`src/rtl/clk_divider_multi.sv`:
```
// Multi-channel programmable clock divider: each channel emits a one-cycle tick and a near-50% square wave.
// Optional macro PHASE_ALIGN_EN adds a `sync` input that restarts every enabled channel at count 0.
module clk_divider_multi #(
  parameter int NUM_CH      = 2,
  parameter int CNT_W       = 27,
  parameter int CH_W        = 3,
  parameter int DEFAULT_DIV = 50000000
) (
  input  logic              clk,
  input  logic              rst_n,
  input  logic [NUM_CH-1:0] en,
  input  logic              div_wr,
  input  logic [CH_W-1:0]   div_ch,
  input  logic [CNT_W-1:0]  div_val,
  output logic [NUM_CH-1:0] pend,
  output logic [NUM_CH-1:0] tick,
  output logic [NUM_CH-1:0] clk_out
`ifdef PHASE_ALIGN_EN
  ,
  input  logic              sync
`endif
);

  // Divisors below 2 cannot produce a tick period, so they are stored as 2.
  localparam logic [CNT_W-1:0] DEF_D = (DEFAULT_DIV < 2) ? CNT_W'(2) : CNT_W'(DEFAULT_DIV);

  logic [CNT_W-1:0] wr_val;
  logic             sync_int;

  assign wr_val = (div_val < CNT_W'(2)) ? CNT_W'(2) : div_val;

`ifdef PHASE_ALIGN_EN
  assign sync_int = sync;
`else
  assign sync_int = 1'b0;
`endif

  generate
    for (genvar gi = 0; gi < NUM_CH; gi++) begin : g_ch
      logic [CNT_W-1:0] cnt_reg, cnt_next;
      logic [CNT_W-1:0] div_reg, div_next;
      logic [CNT_W-1:0] pdiv_reg, pdiv_next;
      logic             pend_reg, pend_next;
      logic             tick_reg, tick_next;
      logic             clk_out_reg, clk_out_next;
      logic             wrap, wr_hit, apply;

      // Channel indices that do not exist never match, so such writes drop out here.
      assign wr_hit = div_wr && (div_ch == CH_W'(gi));

      always_comb begin
        wrap      = en[gi] && (cnt_reg == div_reg - CNT_W'(1));
        apply     = pend_reg && (!en[gi] || wrap || sync_int);
        tick_next = wrap && !sync_int;

        cnt_next = cnt_reg + CNT_W'(1);
        if (!en[gi] || sync_int || wrap) begin
          cnt_next = '0;
        end

        div_next  = apply ? pdiv_reg : div_reg;
        pdiv_next = wr_hit ? wr_val : pdiv_reg;

        // A write landing on the apply edge stays pending for the next boundary.
        pend_next = pend_reg;
        if (apply) begin
          pend_next = 1'b0;
        end
        if (wr_hit) begin
          pend_next = 1'b1;
        end

        // Computed from next-state values so clk_out lines up with the registered count.
        clk_out_next = en[gi] && (cnt_next >= (div_next >> 1));
      end

      always_ff @(posedge clk or negedge rst_n) begin
        if (!rst_n) begin
          cnt_reg     <= '0;
          div_reg     <= DEF_D;
          pdiv_reg    <= DEF_D;
          pend_reg    <= 1'b0;
          tick_reg    <= 1'b0;
          clk_out_reg <= 1'b0;
        end else begin
          cnt_reg     <= cnt_next;
          div_reg     <= div_next;
          pdiv_reg    <= pdiv_next;
          pend_reg    <= pend_next;
          tick_reg    <= tick_next;
          clk_out_reg <= clk_out_next;
        end
      end

      assign pend[gi]    = pend_reg;
      assign tick[gi]    = tick_reg;
      assign clk_out[gi] = clk_out_reg;
    end
  endgenerate

endmodule

```
`config.mk`:
```
export PLATFORM = sky130hd
export DESIGN_NAME = clk_divider_multi
export DESIGN_NICKNAME = d
export VERILOG_FILES = /design/src/rtl/clk_divider_multi.sv
export SDC_FILE = /design/constraint.sdc
export NUM_CORES = 1
export LEC_CHECK = 0
export ABC_AREA = 1
export ABC_CLOCK_PERIOD_IN_PS = 6200
export CAP_MARGIN = 15
export CORE_UTILIZATION = 45
export DETAILED_ROUTE_END_ITERATION = 10
export HOLD_SLACK_MARGIN = 0.08
export SETUP_SLACK_MARGIN = 0.4
export SLEW_MARGIN = 40
export SYNTH_ARGS = -nofsm -noshare
export SYNTH_HDL_FRONTEND = slang
export SYNTH_SLANG_ARGS = --single-unit
```
`constraint.sdc`:
```
create_clock -name clk -period 6.2 [get_ports clk]
set_input_delay 1.24 -clock clk [delete_from_list [all_inputs] [get_ports clk]]
set_output_delay 1.24 -clock clk [all_outputs]
set_load 0.02 [all_outputs]
```
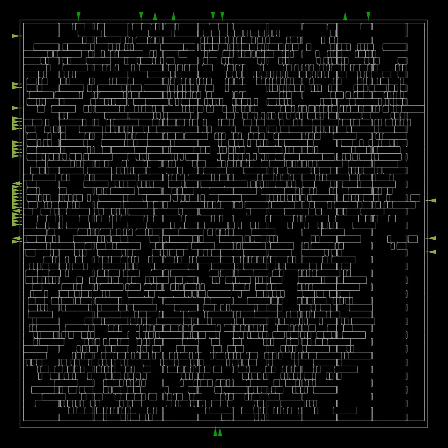
Figure 1: placed standard cells.
num rows: 58
Seq Cell Count: 168
Final Instance Count excl. Fillers: 1932
Core Box Area: 0.02511 mm²

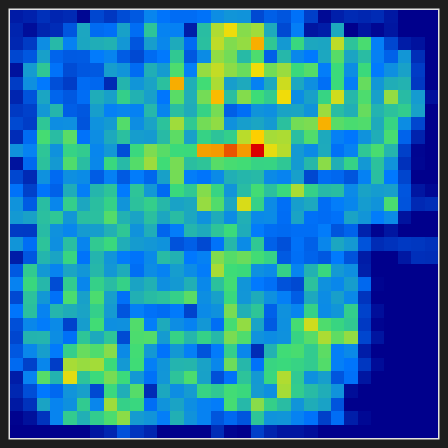
Figure 2: signal metal coverage by tile.
32 x 32 tiles, from dark blue (low) to red (high), scaled to the fullest tile. Values are wire area over tile area, all layers added.
nearly empty tiles: 11%
tiles over half the peak: 14%
fullest tile: 0.60
mean over tiles: 0.18
densest ninth of the die: north
GRT Util Overall: 0.2482
routed len/inst: 15.99 µm

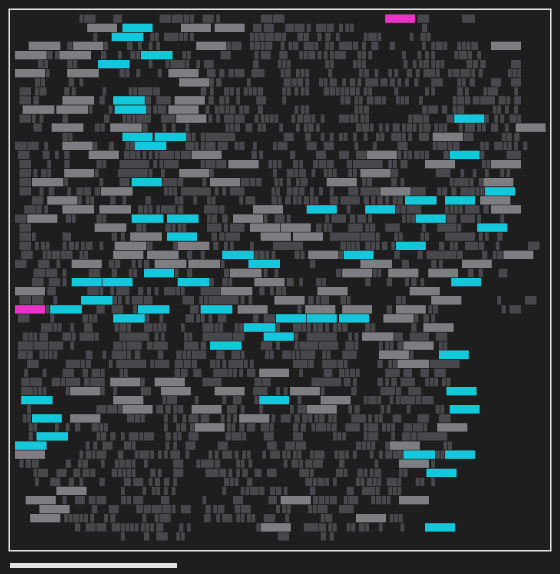
Figure 3: sequential cells coloured by netlist name.
Bar = 50 µm. Other sequential cells in the stronger grey, the rest of the logic in the fainter grey.
[g_ch.tick_reg] magenta | flops: 2
[g_ch.div_reg] cyan | flops: 54
not coloured: 112
sequential share of cell area: 0.3357
Final Core Density: 0.5060
seq pwr: 0.00157 W
Sequential cell area: 0.004265 mm²

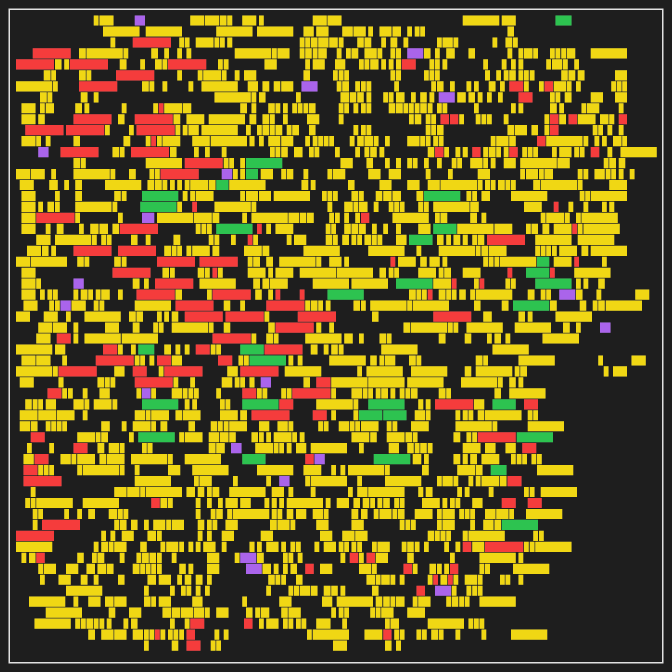
Figure 4: sizing map.
[drive 2] red | cells: 120 | share: 7.5%
[drive 3 to 4] purple | cells: 19 | share: 1.2%
[drive 6 and up] green | cells: 31 | share: 1.9%
[drive 1 or less] yellow | cells: 1432 | share: 89%
post-route cell area: 0.01271 mm²
Area Overhead vs Synth: 10.66%
post-layout worst setup margin: 1.500 ns
Non-Clock Buffer Count: 50

==> flow_summary_export.csv <==
group,metric,value,unit
synth,synth-seq-cells,168,
worst_setup_path,critPathLaunchType,"flop",
final_timing,finClkSkew,0.01399,ns
power,power_leader,"sequential cells",
final_timing,timing.final.crit_share,0.7581,
drt,wirelength_met1,15800,µm
cts,root_buffer,"clkbuf_16",
placed_design,io_buffers,40,
final_timing,setup_viol,0,
worst_setup_path,endpoint,"g_ch[1].clk_out_reg",
cts,cts_buffer_depth,2,
final_layout,layout_top_cell,"nand2_1",
synth,edf_count,0,
cts,cts_buffers,17,
final_layout,largestClassByArea,"combinational gates",
worst_setup_path,reg2regPathDepth,26,
final_layout,clkbuf_count,17,
cts,post_cts_buffers,0,
global_routing,grt_use_met3,0.03550,
synth,synth_cell_type_count,43,
power,comb-power,0.00148,W
final_layout,nNetsFinal,1680,
die,taps,330,
final_layout,logic_gate_count,1173,
global_routing,grt_busiest_layer,"met2",
final_layout,clk_share,0.04874,
synth,synthAdderAreaFrac,0.06102,
worst_setup_path,r2r-start,"g_ch[1].div_reg[0]",
final_layout,inv_count,179,
global_routing,gr-total-overflow,0,
synth,synth-async-reset-ratio,1.000,
final_timing,rsz0062_at_grt,"false",
placed_design,pre_cts_slack,1.487,ns
drt,via_per_inst,5.096,
final_timing,setup_tns,0,ns
synth,netlist.top_cell.by_instances,"nand2_1",
status,outcome,"finished, final reports clean",
cts,clkSinkCount,168,
final_layout,buf_share,0.03752,
placed_design,dp_hpwl,24180,µm
worst_setup_path,worstPathArrival,5.06,ns
synth,top_area_frac,0.2615,
die,die_x,161.7,µm
worst_setup_path,path_buffers,2,
synth,logic_family,"simple AND/OR/NAND/NOR gates",
global_routing,grt_pass1_wl,50550,µm
cts,cts_tree,"yes",
synth,syn-num-nets,1660,
final_timing,slew_headroom,0.4848,
final_layout,nFillCells,2552,
run,cap_violations,0,
cts,clock_latency,0.44,ns
placed_design,dp.cells,1900,
drt,dr.pass1.iters,5,
worst_setup_path,cp_top_family,"simple AND/OR/NAND/NOR gates",
worst_setup_path,required,6.56,ns
worst_setup_path,worstSetupPathDepth,26,
final_timing,timing.hold.ws,0.4887,ns
synth,ys_warn_count,0,
global_routing,grt_util_met2,0.3832,
final_layout,layout-drive-gt1-share,0.1061,
drt,route.detailed.drc,0,
power,power_density,326.7,mW/mm²
global_routing,grt_max_degree,67,
final_timing,fmax,212.8,MHz
worst_setup_path,crit_slowest_cell,"buf_4",
final_timing,slew_viol_final,0,
cts,hold_buffers,0,
die,io_pins,41,
power,seq_power_share,0.378,
drt,via_count,9846,
drt,postRouteAntennaNets,0,
final_layout,sh_comb_area,0.4927,
drt,wl_met2,13590,µm
synth,mux_share,0,
die,chipArea,0.02616,mm²
power,power_switching,0.001739,W
synth,syn_area_per_cell,7.318,µm²
worst_setup_path,crit_type,"flop to flop",
final_timing,worst_pin_slew,0.7657,ns
cts,clk_pin_slew,0.08,ns
synth,ys_seq_frac,0.3714,
final_timing,hold_viol_final,0,
synth,common_cells,"448 x nand2_1, 164 x nor2_1, 157 x inv_1, 120 x dfrtp_1, 107 x nand3_1",
worst_setup_path,r2r_slack,1.50,ns
worst_setup_path,reg2reg_to,"g_ch[1].clk_out_reg",
worst_setup_path,cpMostUsedCell,"nand2_1",
global_routing,antenna_found_initial,0,
synth,syn-instance-count,1569,
hold_path,hold_class,"flop to flop",
final_layout,multiInputGateArea,0.006260,mm²
power,clkPwrFrac,0.266,
synth,xor_share,0.06941,
power,combPwrFrac,0.355,
final_layout,diodes,0,
power,p_int,0.002412,W
hold_path,whs_path_depth,2,
placed_design,place_congestion,0.9012,
synth,ys_sh_aoi,0.05895,
final_layout,layout_top_cells,"448 x nand2_1, 164 x nor2_1, 157 x inv_1, 119 x dfrtp_1, 107 x nand3_1",
synth,yosysChipArea,0.01148,mm²
cts,htree_num_levels,4,
synth,ys.flop_type,"dfrtp_1",
synth,topCellsByArea,"dfrtp_1 26%, nand2_1 15%, dfstp_2 11%, ha_1 6.1%, nor2_1 5.4%",
hold_path,worst_hold_startpoint,"g_ch[1].pdiv_reg[13]",
worst_setup_path,critPathLaunch,"g_ch[1].div_reg[0]",
power,irDropWorstVdd,0.1927,mV
placed_design,placed_area,0.01209,mm²
run,log.warning_count,26,
power,p_leak,6.201,nW
synth,top_area_cell,"dfrtp_1",
worst_setup_path,slowest_delay,0.47,ns
drt,totalWireLength,30890,µm
worst_setup_path,crit_fanout,38,
drt,drtIter0Drc,703,
die,fp_util,0.4573,
hold_path,hold_end,"g_ch[1].div_reg[13]",
worst_setup_path,end_kind,"flop",
drt,wl_met3,1169,µm
No activity file was given, so power comes from the tool's default toggle rates.
